### src/rtl/div_issue_ctrl_pkg.sv
// Shared RV32M divide definitions: mode/funct3 encodings, sequencer states and
// mode decode helpers.
package m_ext_pkg;

    localparam int unsigned    XLEN_DEF  = 32;
    localparam logic [31:0]    XLEN_ONES = '1;

    localparam logic [2:0] F3_DIV  = 3'b100;
    localparam logic [2:0] F3_DIVU = 3'b101;
    localparam logic [2:0] F3_REM  = 3'b110;
    localparam logic [2:0] F3_REMU = 3'b111;

    typedef enum logic [1:0] {
        MODE_DIV  = 2'b00,
        MODE_DIVU = 2'b01,
        MODE_REM  = 2'b10,
        MODE_REMU = 2'b11
    } div_mode_t;

    typedef enum logic [2:0] {
        ST_IDLE,
        ST_FAST,
        ST_BUSY,
        ST_DONE,
        ST_DRAIN
    } div_state_t;

    function automatic logic mode_is_rem(input logic [1:0] mode);
        return mode[1];
    endfunction

    function automatic logic mode_is_signed(input logic [1:0] mode);
        return ~mode[0];
    endfunction

endpackage

### src/rtl/div_issue_ctrl_if.sv
// EX-side, div_unit-side and writeback signals of the divide sequencer.
// master = sequencer, slave = surrounding pipeline / div_unit.
interface div_issue_ctrl_if #(
    parameter int unsigned XLEN = 32,
    parameter int unsigned RD_W = 5
) ();
    logic            ex_valid;
    logic [2:0]      ex_funct3;
    logic [XLEN-1:0] ex_rs1;
    logic [XLEN-1:0] ex_rs2;
    logic [RD_W-1:0] ex_rd;
    logic            flush;
    logic            ex_stall;
    logic            div_start;
    logic [XLEN-1:0] div_dividend;
    logic [XLEN-1:0] div_divisor;
    logic [1:0]      div_mode;
    logic [XLEN-1:0] div_result;
    logic            div_done;
    logic            wb_valid;
    logic [RD_W-1:0] wb_rd;
    logic [XLEN-1:0] wb_data;
    logic            timeout_err;

    modport master (
        input  ex_valid, ex_funct3, ex_rs1, ex_rs2, ex_rd, flush,
        input  div_result, div_done,
        output ex_stall, div_start, div_dividend, div_divisor, div_mode,
        output wb_valid, wb_rd, wb_data, timeout_err
    );

    modport slave (
        output ex_valid, ex_funct3, ex_rs1, ex_rs2, ex_rd, flush,
        output div_result, div_done,
        input  ex_stall, div_start, div_dividend, div_divisor, div_mode,
        input  wb_valid, wb_rd, wb_data, timeout_err
    );
endinterface

### src/rtl/div_issue_ctrl_special_case.sv
// Combinational RV32M special-case detect (divide by zero, signed overflow)
// and the architecturally defined result for those cases.
module div_special_case
    import m_ext_pkg::*;
#(
    parameter int unsigned XLEN = 32
) (
    input  logic [XLEN-1:0] i_dividend,
    input  logic [XLEN-1:0] i_divisor,
    input  logic [1:0]      i_mode,
    output logic            o_special,
    output logic [XLEN-1:0] o_result
);
    logic [XLEN-1:0] w_int_min;
    logic            w_div_zero;
    logic            w_overflow;

    assign w_int_min  = {1'b1, {(XLEN-1){1'b0}}};
    assign w_div_zero = (i_divisor == '0);
    assign w_overflow = mode_is_signed(i_mode) && (i_dividend == w_int_min) &&
                        (i_divisor == '1);
    assign o_special  = w_div_zero || w_overflow;

    always_comb begin
        o_result = '0;
        if (w_div_zero) begin
            o_result = mode_is_rem(i_mode) ? i_dividend : '1;
        end else if (w_overflow) begin
            o_result = mode_is_rem(i_mode) ? '0 : w_int_min;
        end
    end
endmodule

### src/rtl/div_issue_ctrl.sv
// Issue sequencer between EX and div_unit: fast-path special cases, start/done
// handshake with watchdog, flush drain and single-cycle writeback strobe.
module div_issue_ctrl
    import m_ext_pkg::*;
#(
    parameter int unsigned XLEN    = 32,
    parameter int unsigned RD_W    = 5,
    parameter int unsigned TIMEOUT = 64
) (
    input  logic             clk,
    input  logic             rst,
    div_issue_ctrl_if.master bus
);
    localparam int unsigned CNT_W = $clog2(TIMEOUT + 1);

    div_state_t      r_state;
    logic [CNT_W-1:0] r_cnt;
    logic            r_to_drain;
    logic [XLEN-1:0] r_dividend;
    logic [XLEN-1:0] r_divisor;
    logic [1:0]      r_mode;
    logic [RD_W-1:0] r_rd;
    logic [XLEN-1:0] r_wb_data;
    logic            r_wb_valid;
    logic            r_start;
    logic            r_timeout_err;

    logic            w_special;
    logic [XLEN-1:0] w_fast_result;
    logic            w_expired;
    logic            w_done_valid;
    logic            w_unused_f3;

    // funct3[2] is implied by ex_valid (only DIV/DIVU/REM/REMU are presented)
    assign w_unused_f3 = bus.ex_funct3[2];

    div_special_case #(.XLEN(XLEN)) u_special (
        .i_dividend (bus.ex_rs1),
        .i_divisor  (bus.ex_rs2),
        .i_mode     (bus.ex_funct3[1:0]),
        .o_special  (w_special),
        .o_result   (w_fast_result)
    );

    assign w_expired    = (r_cnt == CNT_W'(TIMEOUT - 1));
    // done seen in the start cycle may be left over from the previous op
    assign w_done_valid = bus.div_done && !r_start;

    always_ff @(posedge clk or posedge rst) begin
        if (rst) begin
            r_state       <= ST_IDLE;
            r_cnt         <= '0;
            r_to_drain    <= 1'b0;
            r_dividend    <= '0;
            r_divisor     <= '0;
            r_mode        <= '0;
            r_rd          <= '0;
            r_wb_data     <= '0;
            r_wb_valid    <= 1'b0;
            r_start       <= 1'b0;
            r_timeout_err <= 1'b0;
        end else begin
            r_start    <= 1'b0;
            r_wb_valid <= 1'b0;
            case (r_state)
                ST_IDLE: begin
                    if (bus.ex_valid && !bus.flush) begin
                        r_dividend <= bus.ex_rs1;
                        r_divisor  <= bus.ex_rs2;
                        r_mode     <= bus.ex_funct3[1:0];
                        r_rd       <= bus.ex_rd;
                        r_cnt      <= '0;
                        r_to_drain <= 1'b0;
                        if (w_special) begin
                            r_wb_data <= w_fast_result;
                            r_state   <= ST_FAST;
                        end else begin
                            r_start <= 1'b1;
                            r_state <= ST_BUSY;
                        end
                    end
                end
                ST_FAST: begin
                    r_wb_valid <= 1'b1;
                    r_state    <= ST_DONE;
                end
                ST_BUSY: begin
                    if (bus.flush) begin
                        // done already seen: div_unit is idle, nothing to drain
                        r_cnt   <= '0;
                        r_state <= w_done_valid ? ST_IDLE : ST_DRAIN;
                    end else if (w_done_valid) begin
                        r_wb_data  <= bus.div_result;
                        r_wb_valid <= 1'b1;
                        r_state    <= ST_DONE;
                    end else if (w_expired) begin
                        r_wb_data     <= '1;
                        r_timeout_err <= 1'b1;
                        r_to_drain    <= 1'b1;
                        r_cnt         <= '0;
                        r_state       <= ST_DRAIN;
                    end else begin
                        r_cnt <= r_cnt + 1'b1;
                    end
                end
                ST_DRAIN: begin
                    if (bus.div_done || w_expired) begin
                        r_to_drain <= 1'b0;
                        if (r_to_drain) begin
                            r_wb_valid <= 1'b1;
                            r_state    <= ST_DONE;
                        end else begin
                            r_state <= ST_IDLE;
                        end
                    end else begin
                        r_cnt <= r_cnt + 1'b1;
                    end
                end
                ST_DONE: begin
                    r_state <= ST_IDLE;
                end
                default: begin
                    r_state <= ST_IDLE;
                end
            endcase
        end
    end

    assign bus.ex_stall     = (bus.ex_valid && (r_state == ST_IDLE)) ||
                              (r_state inside {ST_FAST, ST_BUSY, ST_DRAIN});
    assign bus.div_start    = r_start;
    assign bus.div_dividend = r_dividend;
    assign bus.div_divisor  = r_divisor;
    assign bus.div_mode     = r_mode;
    assign bus.wb_valid     = r_wb_valid;
    assign bus.wb_rd        = r_rd;
    assign bus.wb_data      = r_wb_data;
    assign bus.timeout_err  = r_timeout_err;
endmodule

### src/flat_wrapper.sv
// flat-port wrapper written by rule: the top's interface ports become plain ports
module div_issue_ctrl_flat import m_ext_pkg::*;
#(
    parameter int unsigned XLEN    = 32,
    parameter int unsigned RD_W    = 5,
    parameter int unsigned TIMEOUT = 64
)
  (clk, rst, bus_ex_valid, bus_ex_funct3, bus_ex_rs1, bus_ex_rs2, bus_ex_rd, bus_flush, bus_div_result, bus_div_done, bus_ex_stall, bus_div_start, bus_div_dividend, bus_div_divisor, bus_div_mode, bus_wb_valid, bus_wb_rd, bus_wb_data, bus_timeout_err);
  div_issue_ctrl_if #(.XLEN(XLEN), .RD_W(RD_W)) bus_i ();
  input  logic clk;
  input  logic rst;
  input wire logic [$bits(bus_i.ex_valid)-1:0] bus_ex_valid;
  input wire logic [$bits(bus_i.ex_funct3)-1:0] bus_ex_funct3;
  input wire logic [$bits(bus_i.ex_rs1)-1:0] bus_ex_rs1;
  input wire logic [$bits(bus_i.ex_rs2)-1:0] bus_ex_rs2;
  input wire logic [$bits(bus_i.ex_rd)-1:0] bus_ex_rd;
  input wire logic [$bits(bus_i.flush)-1:0] bus_flush;
  input wire logic [$bits(bus_i.div_result)-1:0] bus_div_result;
  input wire logic [$bits(bus_i.div_done)-1:0] bus_div_done;
  output wire logic [$bits(bus_i.ex_stall)-1:0] bus_ex_stall;
  output wire logic [$bits(bus_i.div_start)-1:0] bus_div_start;
  output wire logic [$bits(bus_i.div_dividend)-1:0] bus_div_dividend;
  output wire logic [$bits(bus_i.div_divisor)-1:0] bus_div_divisor;
  output wire logic [$bits(bus_i.div_mode)-1:0] bus_div_mode;
  output wire logic [$bits(bus_i.wb_valid)-1:0] bus_wb_valid;
  output wire logic [$bits(bus_i.wb_rd)-1:0] bus_wb_rd;
  output wire logic [$bits(bus_i.wb_data)-1:0] bus_wb_data;
  output wire logic [$bits(bus_i.timeout_err)-1:0] bus_timeout_err;
  assign bus_i.ex_valid = bus_ex_valid;
  assign bus_i.ex_funct3 = bus_ex_funct3;
  assign bus_i.ex_rs1 = bus_ex_rs1;
  assign bus_i.ex_rs2 = bus_ex_rs2;
  assign bus_i.ex_rd = bus_ex_rd;
  assign bus_i.flush = bus_flush;
  assign bus_i.div_result = bus_div_result;
  assign bus_i.div_done = bus_div_done;
  assign bus_ex_stall = bus_i.ex_stall;
  assign bus_div_start = bus_i.div_start;
  assign bus_div_dividend = bus_i.div_dividend;
  assign bus_div_divisor = bus_i.div_divisor;
  assign bus_div_mode = bus_i.div_mode;
  assign bus_wb_valid = bus_i.wb_valid;
  assign bus_wb_rd = bus_i.wb_rd;
  assign bus_wb_data = bus_i.wb_data;
  assign bus_timeout_err = bus_i.timeout_err;
  div_issue_ctrl #(.XLEN(XLEN), .RD_W(RD_W), .TIMEOUT(TIMEOUT)) u_core (.clk(clk), .rst(rst), .bus(bus_i));
endmodule
### config.mk
export PLATFORM = sky130hd
export DESIGN_NAME = div_issue_ctrl_flat
export DESIGN_NICKNAME = d
export VERILOG_FILES = /design/src/rtl/div_issue_ctrl_pkg.sv /design/src/rtl/div_issue_ctrl_if.sv /design/src/rtl/div_issue_ctrl_special_case.sv /design/src/rtl/div_issue_ctrl.sv /design/src/flat_wrapper.sv
export SDC_FILE = /design/constraint.sdc
export NUM_CORES = 1
export LEC_CHECK = 0
export ABC_AREA = 1
export CAP_MARGIN = 10
export CORE_UTILIZATION = 49
export CTS_BUF_LIST = sky130_fd_sc_hd__clkbuf_8
export CTS_CLUSTER_DIAMETER = 120
export DETAILED_ROUTE_END_ITERATION = 7
export PLACE_DENSITY_LB_ADDON = 0.15
export SLEW_MARGIN = 20
export SYNTH_ARGS = -nofsm -noshare
export SYNTH_HDL_FRONTEND = slang
export SYNTH_SLANG_ARGS = --single-unit
### constraint.sdc
create_clock -name clk -period 10.05 [get_ports clk]
set_clock_uncertainty 0.2 [all_clocks]
set_input_delay 3.015 -clock clk [delete_from_list [all_inputs] [get_ports clk]]
set_output_delay 3.015 -clock clk [all_outputs]
set_load 0.01 [all_outputs]
**Run 1: signal wires on met1**

Bar = 20 um. Cells faint in the background.
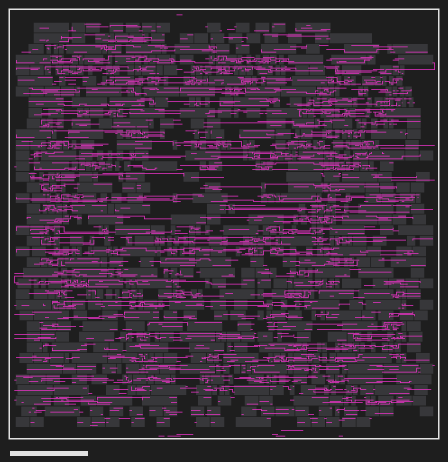
longest straight run: 50.8 um
share of all routed wire: 39%
main direction: horizontal
Routed Wire Length: 16200 um
via count: 5349

**Run 1: wire density map**

22 x 22 tiles, from white (low) to dark blue (high), scaled to the fullest tile. Values are wire area over tile area, all layers added.
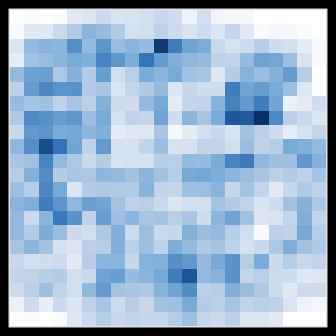
mean over tiles: 0.23
nearly empty tiles: 3.5%
densest ninth of the die: left middle
fullest tile: 0.68
Overall Global Routing Usage: 28.4%
drt wl/cell: 16.0 um

**Run 1: wiring by layer**

Bar = 20 um. Two of the layers only.
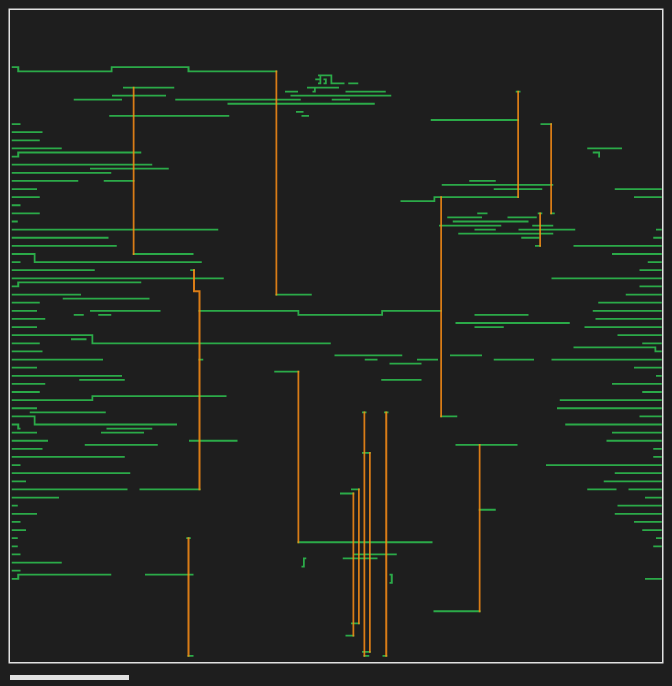
| colour | layer | wire length |
|---|---|---|
| orange | met4 | 415 um |
| green | met3 | 1580 um |

==> impl_results.html, run 1 <==
<h2>Implementation results</h2>
<table>
<tr><th>Metric</th><th>Value</th></tr>
<tr><th colspan="2">Finish</th></tr>
<tr><td>Number of buffers other than clock buffers in the final layout</td><td>216</td></tr>
<tr><td>Inverter count of the layout excluding clock inverters</td><td>58</td></tr>
<tr><td>Multi-input gate share of total cell area</td><td>28.2%</td></tr>
<tr><td>Sequential cell area</td><td>0.00293 mm2</td></tr>
<tr><td>Layout cells sized above 1</td><td>9.55%</td></tr>
<tr><td>Number of filler cells placed in the layout</td><td>844</td></tr>
<tr><td>Finished Layout Cells</td><td>1009</td></tr>
<tr><td>Area growth, synth to finish</td><td>44.9%</td></tr>
<tr><td>Final design instance area without fill</td><td>0.00816 mm2</td></tr>
<tr><td>Layout buffering overhead excluding clock cells</td><td>26.5%</td></tr>
<tr><td>Combinational cell area excluding buffers and inverters</td><td>0.00230 mm2</td></tr>
<tr><td>MI comb cells</td><td>446</td></tr>
<tr><td>Flop count</td><td>117</td></tr>
<tr><td>Sequential share of cell area</td><td>35.9%</td></tr>
<tr><td>Largest cell class by area</td><td>registers</td></tr>
<tr><td>Clock buf/inv share</td><td>4.63%</td></tr>
<tr><td>Final net count</td><td>966</td></tr>
<tr><td>Clkbuf count</td><td>19</td></tr>
<tr><th colspan="2">Placement</th></tr>
<tr><td>Placed inst area</td><td>0.00778 mm2</td></tr>
<tr><td>Count of placed standard cells including taps</td><td>977</td></tr>
<tr><td>Count of port buffers added during placement</td><td>214</td></tr>
<tr><td>Pre-CTS setup slack</td><td>2410 ps</td></tr>
<tr><td>Post-DP HPWL</td><td>11500 um</td></tr>
<tr><th colspan="2">Die</th></tr>
<tr><td>Ports placed on the boundary</td><td>216</td></tr>
<tr><td>Std-Cell Core Area</td><td>0.0110 mm2</td></tr>
<tr><td>Initial cell density of the core</td><td>51.1%</td></tr>
<tr><td>Full die area</td><td>0.0119 mm2</td></tr>
<tr><td>Die X-Extent</td><td>109 um</td></tr>
<tr><td>Well Taps</td><td>140</td></tr>
<tr><td>DIE HEIGHT</td><td>109 um</td></tr>
<tr><td>Cell row count</td><td>38</td></tr>
<tr><th colspan="2">Synthesis</th></tr>
<tr><td>Count of instantiated cells in the yosys netlist</td><td>654</td></tr>
<tr><td>Cells after synthesis</td><td>654</td></tr>
<tr><td>Count of library flops with an enable pin</td><td>0</td></tr>
<tr><td>Post-synth net total</td><td>764</td></tr>
<tr><td>And-or/or-and share of the synthesized area</td><td>10.8%</td></tr>
<tr><td>Count leader, synth</td><td>sky130_fd_sc_hd__nand2_1</td></tr>
<tr><td>Mux cell area share</td><td>8.00%</td></tr>
<tr><td>Unique cell type count in the Yosys netlist</td><td>33</td></tr>
<tr><td>Main logic family after synthesis</td><td>simple AND/OR/NAND/NOR gates</td></tr>
<tr><td>Post-synthesis instance area</td><td>0.00563 mm2</td></tr>
<tr><td>Synth async-reset ratio</td><td>100%</td></tr>
<tr><td>Area figure in the yosys stat output</td><td>0.00563 mm2</td></tr>
<tr><td>Top cells by area in the synthesized netlist</td><td>sky130_fd_sc_hd__dfrtp_1, sky130_fd_sc_hd__nand2_1, sky130_fd_sc_hd__mux2_2, sky130_fd_sc_hd__o21ai_0, sky130_fd_sc_hd__nor2_1</td></tr>
<tr><td>Basic-gate share of the synthesized area counting and, or, nand and nor cells</td><td>21.3%</td></tr>
<tr><td>Fraction of synthesized cell area taken by the top area cell type</td><td>52.0%</td></tr>
<tr><td>Post-Synthesis Mean Instance Area</td><td>8.61 um2</td></tr>
<tr><td>Area fraction in full adders, half adders and majority gates</td><td>0.222%</td></tr>
<tr><td>Flops after synth</td><td>117</td></tr>
<tr><td>Yosys warning tally</td><td>0</td></tr>
<tr><td>Top flip-flop cell by instance count after synthesis</td><td>sky130_fd_sc_hd__dfrtp_1</td></tr>
<tr><td>Most common library cells after synthesis</td><td>sky130_fd_sc_hd__nand2_1, sky130_fd_sc_hd__dfrtp_1, sky130_fd_sc_hd__nor2_1</td></tr>
<tr><th colspan="2">Setup path</th></tr>
<tr><td>Worst reg2reg endpoint</td><td>u_core.r_to_drain</td></tr>
<tr><td>Critical path startpoint category</td><td>primary input</td></tr>
<tr><td>Maximum fanout count along the critical path</td><td>3</td></tr>
<tr><td>Startpoint-to-endpoint class of the critical path</td><td>primary input to primary output</td></tr>
<tr><td>Launch point of the worst path</td><td>bus_ex_valid</td></tr>
<tr><td>Crit path capture</td><td>bus_ex_stall</td></tr>
<tr><td>CP Data Required Time</td><td>6840 ps</td></tr>
<tr><td>Setup slack on the worst flop-to-flop path</td><td>6500 ps</td></tr>
<tr><td>Source of the worst register-to-register timing path</td><td>u_core.r_state[0]</td></tr>
<tr><td>Depth of the worst register-to-register path</td><td>8</td></tr>
<tr><td>Arrival @ worst endpoint</td><td>4450 ps</td></tr>
<tr><th colspan="2">GRT</th></tr>
<tr><td>Total gr overflow</td><td>0</td></tr>
<tr><td>M3 GR Usage</td><td>9.68%</td></tr>
<tr><td>First-pass GRT wire length</td><td>25300 um</td></tr>
<tr><td>Via count of the first global-routing pass</td><td>5102</td></tr>
<tr><td>Met1 routing resource usage after global routing</td><td>33.8%</td></tr>
<tr><td>Maximum number of pins on one net before global-route repair</td><td>83</td></tr>
<tr><td>Most congested layer reported by global routing</td><td>met2</td></tr>
<tr><td>Antenna violations before repair</td><td>0</td></tr>
<tr><td>Routing usage on met2</td><td>46.8%</td></tr>
<tr><th colspan="2">Final timing</th></tr>
<tr><td>Setup slack of the critical path after layout</td><td>2390 ps</td></tr>
<tr><td>Hold violation count in the final report</td><td>0</td></tr>
<tr><td>Total Negative Setup Slacks</td><td>0 ps</td></tr>
<tr><td>Endpoints failing setup</td><td>0</td></tr>
<tr><td>Tightest Pin Transition</td><td>999 ps</td></tr>
<tr><td>Max Fclk</td><td>0.130 GHz</td></tr>
<tr><td>Final Max Slew Viols</td><td>0</td></tr>
<tr><td>RSZ-0062 raised after global routing</td><td>false</td></tr>
<tr><td>Post-route minimum period</td><td>7660 ps</td></tr>
<tr><td>Max_slew headroom</td><td>33.0%</td></tr>
<tr><td>Final worst path period share</td><td>76.3%</td></tr>
<tr><th colspan="2">Routing</th></tr>
<tr><td>Via density per instance</td><td>5.30</td></tr>
<tr><td>Pre-antenna DRT Iters</td><td>5</td></tr>
<tr><td>Drt initial violations</td><td>333</td></tr>
<tr><td>DRC violations left</td><td>0</td></tr>
<tr><td>Routed length on met3</td><td>1580 um</td></tr>
<tr><td>Met1 layer wirelength in the final routing</td><td>6330 um</td></tr>
<tr><td>Total length of routed met2 wires</td><td>7850 um</td></tr>
<tr><td>Number of routed nets with antenna violations</td><td>0</td></tr>
<tr><th colspan="2">Power and ir drop</th></tr>
<tr><td>Pleak</td><td>0.00375 uW</td></tr>
<tr><td>VDD IR max</td><td>0.172 mV</td></tr>
<tr><td>Power consumption</td><td>2310 uW</td></tr>
<tr><td>Ratio of total power to cell area</td><td>283 mW/mm2</td></tr>
<tr><th colspan="2">Clocking</th></tr>
<tr><td>Clock latency reported for the late side of the worst-skew pair</td><td>440 ps</td></tr>
<tr><td>Setup bufs post-CTS</td><td>0</td></tr>
<tr><td>CTS buffer count</td><td>17</td></tr>
<tr><td>Post-cts gate resize count</td><td>0</td></tr>
<tr><td>Register clock-pin slew on the reported worst setup and hold paths</td><td>70 ps</td></tr>
<tr><td>Number of levels the H-tree was split into</td><td>4</td></tr>
<tr><td>CTS Root Cell</td><td>sky130_fd_sc_hd__clkbuf_8</td></tr>
<tr><td>Longest Clk Path Bufs</td><td>2</td></tr>
<tr><td>Hold-fix buffers, CTS</td><td>0</td></tr>
<tr><td>CTS tree</td><td>yes</td></tr>
<tr><td>Clk sinks</td><td>117</td></tr>
<tr><th colspan="2">Min path</th></tr>
<tr><td>Worst hold path startpoint</td><td>u_core.bus.wb_data[19]</td></tr>
<tr><td>Min-Delay Path Class</td><td>flop to flop</td></tr>
<tr><td>Number of instances on the worst hold path</td><td>2</td></tr>
<tr><td>Endpoint of the worst hold path</td><td>u_core.bus.wb_data[19]</td></tr>
<tr><th colspan="2">Flow run</th></tr>
<tr><td>OpenROAD warning count</td><td>27</td></tr>
<tr><th colspan="2">Run status</th></tr>
<tr><td>Outcome</td><td>completed</td></tr>
</table>
run 1: critical path, cell delays in order:
cell and delay, ps:
sky130_fd_sc_hd__clkdlybuf4s50_1 500, sky130_fd_sc_hd__a2111o_1 460, sky130_fd_sc_hd__clkdlybuf4s50_1 480
run 1: power by group:
part	leakage (uW)	total [uW]	switching (uW)	internal, uW
Sequential	0.00146	783	108	674
Combinational	0.00208	1110	549	558
Clock	0.000205	416	189	227
Total	0.00375	2310	846	1460
run 1: layout by cell type (no fill, tap or decap), drive strengths merged, types with 2 or more instances in the layout:
cell type	instances
nand3	54
nor2	82
o21ai	74
buf	2
clkinv	7
a21oi	35
inv	60
clkinvlp	2
mux2	40
dfrtp	117
nand4	4
nand2	147
bufinv	2
clkdlybuf4s50	214
clkbuf	19
==> run 2, diff against run 1 <==
Settings changed: CORE_UTILIZATION 49 to 46.
Clock period 10.05 ns to 7.4 ns, I/O delays scaled along.
==> run 2 against run 1 <==
Cell area down 0.52%. Critical endpoint unchanged. Combinational power grew 36%. Hold slack got worse by 2.9 ps. Sequential power increased by 35%. Flip-flop count unchanged. First-iteration DRC count fell by 8.4%. Non-clock buffer count rose by 1. Synthesized cell count unchanged. Core utilization is 6.1 points lower. Final cell count up 0.69%. Routed wire length fell by 0.41%. Die area rose by 6.4%.
==> impl_results.html, run 2 <==
<h2>Implementation results</h2>
<table>
<tr><th>Metric</th><th>Value</th></tr>
<tr><th colspan="2">Run status</th></tr>
<tr><td>Outcome</td><td>completed</td></tr>
<tr><th colspan="2">Power and ir drop</th></tr>
<tr><td>VDD IR max</td><td>0.193 mV</td></tr>
<tr><td>Part of the power in the clock network</td><td>16.0%</td></tr>
<tr><td>Share of total power in sequential cells</td><td>34.6%</td></tr>
<tr><td>Sequential power</td><td>1060 uW</td></tr>
<tr><td>Pleak</td><td>0.00374 uW</td></tr>
<tr><td>Comb group</td><td>1510 uW</td></tr>
<tr><td>Power consumption</td><td>3060 uW</td></tr>
<tr><td>Power attributed to the clock group</td><td>490 uW</td></tr>
<tr><td>Group with the largest share of power</td><td>combinational logic</td></tr>
<tr><td>Switching Share</td><td>37.1%</td></tr>
<tr><th colspan="2">Finish</th></tr>
<tr><td>Finished Layout Cells</td><td>1016</td></tr>
<tr><td>Final design instance area without fill</td><td>0.00812 mm2</td></tr>
<tr><td>Flop count</td><td>117</td></tr>
<tr><td>Layout cells sized above 1</td><td>9.21%</td></tr>
<tr><td>MI comb cells</td><td>446</td></tr>
<tr><td>Highest-count cells in the layout ignoring fill and taps</td><td>sky130_fd_sc_hd__clkdlybuf4s50_1, sky130_fd_sc_hd__nand2_1, sky130_fd_sc_hd__dfrtp_1</td></tr>
<tr><td>Clkbuf count</td><td>20</td></tr>
<tr><td>Largest cell class by area</td><td>registers</td></tr>
<tr><td>Inverter count of the layout excluding clock inverters</td><td>58</td></tr>
<tr><td>Number of filler cells placed in the layout</td><td>1021</td></tr>
<tr><td>Sequential cell area</td><td>0.00293 mm2</td></tr>
<tr><td>Sequential share of cell area</td><td>36.1%</td></tr>
<tr><td>Multi-input gate share of total cell area</td><td>28.3%</td></tr>
<tr><th colspan="2">Clocking</th></tr>
<tr><td>Longest Clk Path Bufs</td><td>2</td></tr>
<tr><td>CTS buffer count</td><td>17</td></tr>
<tr><td>Hold-fix buffers, CTS</td><td>0</td></tr>
<tr><td>Clock latency reported for the late side of the worst-skew pair</td><td>430 ps</td></tr>
<tr><td>Clk sinks</td><td>117</td></tr>
<tr><td>Register clock-pin slew on the reported worst setup and hold paths</td><td>60 ps</td></tr>
<tr><td>Number of levels the H-tree was split into</td><td>4</td></tr>
<tr><td>Setup bufs post-CTS</td><td>0</td></tr>
<tr><td>Post-cts gate resize count</td><td>0</td></tr>
<tr><th colspan="2">Final timing</th></tr>
<tr><td>Max Fclk</td><td>0.166 GHz</td></tr>
<tr><td>Final worst path period share</td><td>81.7%</td></tr>
<tr><td>Hold violation count in the final report</td><td>0</td></tr>
<tr><td>Final Max Slew Viols</td><td>0</td></tr>
<tr><td>Tightest Pin Transition</td><td>1100 ps</td></tr>
<tr><td>Total Negative Setup Slacks</td><td>0 ps</td></tr>
<tr><td>RSZ-0062 raised after global routing</td><td>false</td></tr>
<tr><td>Post-route minimum period</td><td>6040 ps</td></tr>
<tr><th colspan="2">Synthesis</th></tr>
<tr><td>Synth async-reset ratio</td><td>100%</td></tr>
<tr><td>Post-Synthesis Mean Instance Area</td><td>8.61 um2</td></tr>
<tr><td>Count leader, synth</td><td>sky130_fd_sc_hd__nand2_1</td></tr>
<tr><td>Top cells by area in the synthesized netlist</td><td>sky130_fd_sc_hd__dfrtp_1, sky130_fd_sc_hd__nand2_1, sky130_fd_sc_hd__mux2_2, sky130_fd_sc_hd__o21ai_0, sky130_fd_sc_hd__nor2_1</td></tr>
<tr><td>Flops after synth</td><td>117</td></tr>
<tr><td>Top flip-flop cell by instance count after synthesis</td><td>sky130_fd_sc_hd__dfrtp_1</td></tr>
<tr><td>Area fraction in full adders, half adders and majority gates</td><td>0.222%</td></tr>
<tr><td>Mux cell area share</td><td>8.00%</td></tr>
<tr><td>Count of instantiated cells in the yosys netlist</td><td>654</td></tr>
<tr><td>And-or/or-and share of the synthesized area</td><td>10.8%</td></tr>
<tr><td>Count of library flops with an enable pin</td><td>0</td></tr>
<tr><td>Yosys warning tally</td><td>0</td></tr>
<tr><td>Fraction of synthesized cell area taken by the top area cell type</td><td>52.0%</td></tr>
<tr><td>Area figure in the yosys stat output</td><td>0.00563 mm2</td></tr>
<tr><th colspan="2">Setup path</th></tr>
<tr><td>Critical path's largest stage delay</td><td>480 ps</td></tr>
<tr><td>Cells traversed along the worst timing path</td><td>clkdlybuf4s50_1, a2111o_1, clkdlybuf4s50_1</td></tr>
<tr><td>Maximum fanout count along the critical path</td><td>3</td></tr>
<tr><td>Buffer and inverter count on the worst path</td><td>2</td></tr>
<tr><td>Critical path startpoint category</td><td>primary input</td></tr>
<tr><td>Arrival @ worst endpoint</td><td>3620 ps</td></tr>
<tr><td>CP Data Required Time</td><td>4980 ps</td></tr>
<tr><th colspan="2">GRT</th></tr>
<tr><td>Via count of the first global-routing pass</td><td>5172</td></tr>
<tr><td>Antenna violations before repair</td><td>0</td></tr>
<tr><td>Maximum number of pins on one net before global-route repair</td><td>63</td></tr>
<tr><th colspan="2">Placement</th></tr>
<tr><td>Count of port buffers added during placement</td><td>214</td></tr>
<tr><td>Pre-CTS setup slack</td><td>1350 ps</td></tr>
<tr><td>Post-DP HPWL</td><td>11600 um</td></tr>
<tr><td>Count of placed standard cells including taps</td><td>985</td></tr>
<tr><th colspan="2">Routing</th></tr>
<tr><td>Pre-antenna DRT Iters</td><td>5</td></tr>
<tr><td>Via density per instance</td><td>5.16</td></tr>
<tr><td>Drt initial violations</td><td>305</td></tr>
<tr><td>DRC violations left</td><td>0</td></tr>
<tr><td>Routed Wire Length</td><td>16100 um</td></tr>
<tr><td>Via count</td><td>5243</td></tr>
<tr><td>Number of routed nets with antenna violations</td><td>0</td></tr>
<tr><th colspan="2">Flow run</th></tr>
<tr><td>OpenROAD warning count</td><td>27</td></tr>
<tr><th colspan="2">Die</th></tr>
<tr><td>Well Taps</td><td>147</td></tr>
<tr><td>DIE HEIGHT</td><td>113 um</td></tr>
<tr><td>Die X-Extent</td><td>113 um</td></tr>
<tr><td>Initial cell density of the core</td><td>47.1%</td></tr>
<tr><td>Full die area</td><td>0.0127 mm2</td></tr>
<tr><td>Ports placed on the boundary</td><td>216</td></tr>
<tr><td>Cell row count</td><td>40</td></tr>
<tr><td>Std-Cell Core Area</td><td>0.0120 mm2</td></tr>
</table>
run 2: worst paths after layout:
check / start / endpoint / slack, ps / depth (start not counted)
max in group asynchronous: rst / u_core.bus.div_divisor[5] / 3690 / 3
max: bus_ex_valid / bus_ex_stall / 1360 / 3
min: u_core.bus.wb_data[7] / u_core.bus.wb_data[7] / 270 / 2
min in group asynchronous: rst / u_core.bus.div_dividend[26] / 2080 / 2
min reg2reg: u_core.bus.wb_data[7] / u_core.bus.wb_data[7] / 270 / 2
max reg2reg: u_core.r_state[0] / u_core.bus.wb_data[21] / 4250 / 8
run 2: per-layer routing:
metal	GRT usage [%]	routed length (um)	share of wire, %	vias up
li1	-	-	-	2529
met1	33.0	6710	42	2479
met2	44.0	7790	48	201
met3	7.78	1180	7.3	34
met4	12.4	427	2.7	0
met5	0	0	0	-
**Run 2: routing congestion map**

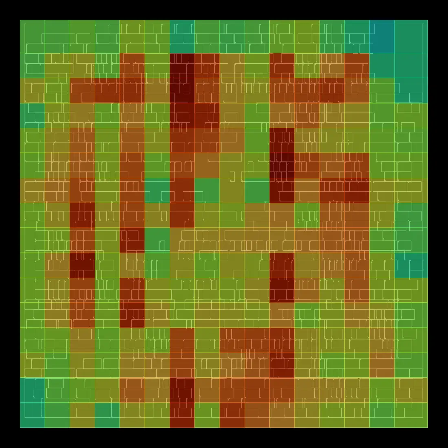
routing usage on met2: 44.0%
Overall Global Routing Usage: 26.9%
final cell utilization of the core: 67.9%

**Run 2: wiring by layer**

Bar = 20 um. Two of the layers only.
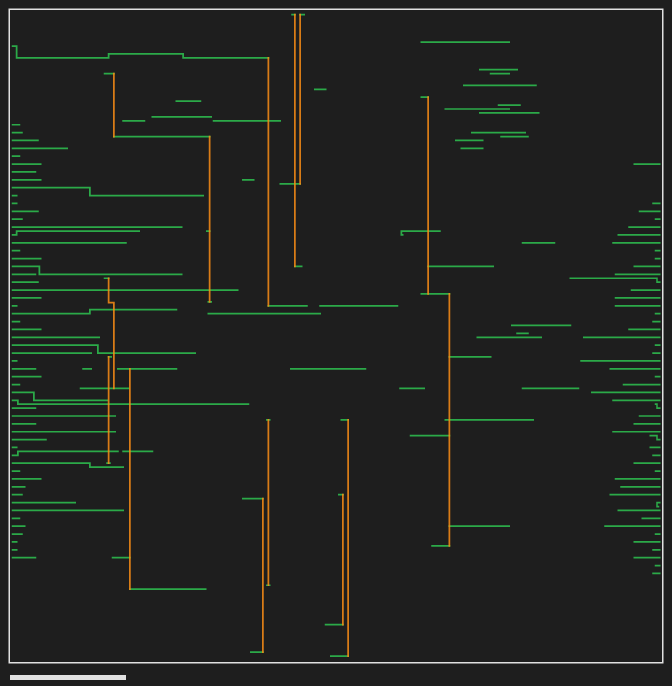
| colour | layer | wire length |
|---|---|---|
| orange | met4 | 427 um |
| green | met3 | 1180 um |

**Run 2: wire density map**

23 x 23 tiles, from white (low) to dark blue (high), scaled to the fullest tile. Values are wire area over tile area, all layers added.
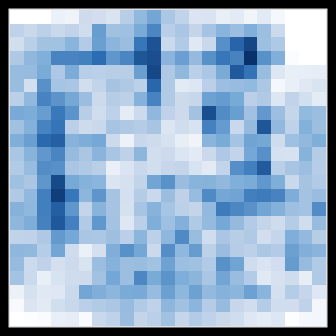
mean over tiles: 0.21
fullest tile: 0.57
nearly empty tiles: 3.4%
tiles over half the peak: 21%

Power figures rest on the tool's default switching activity, not on a simulated workload.
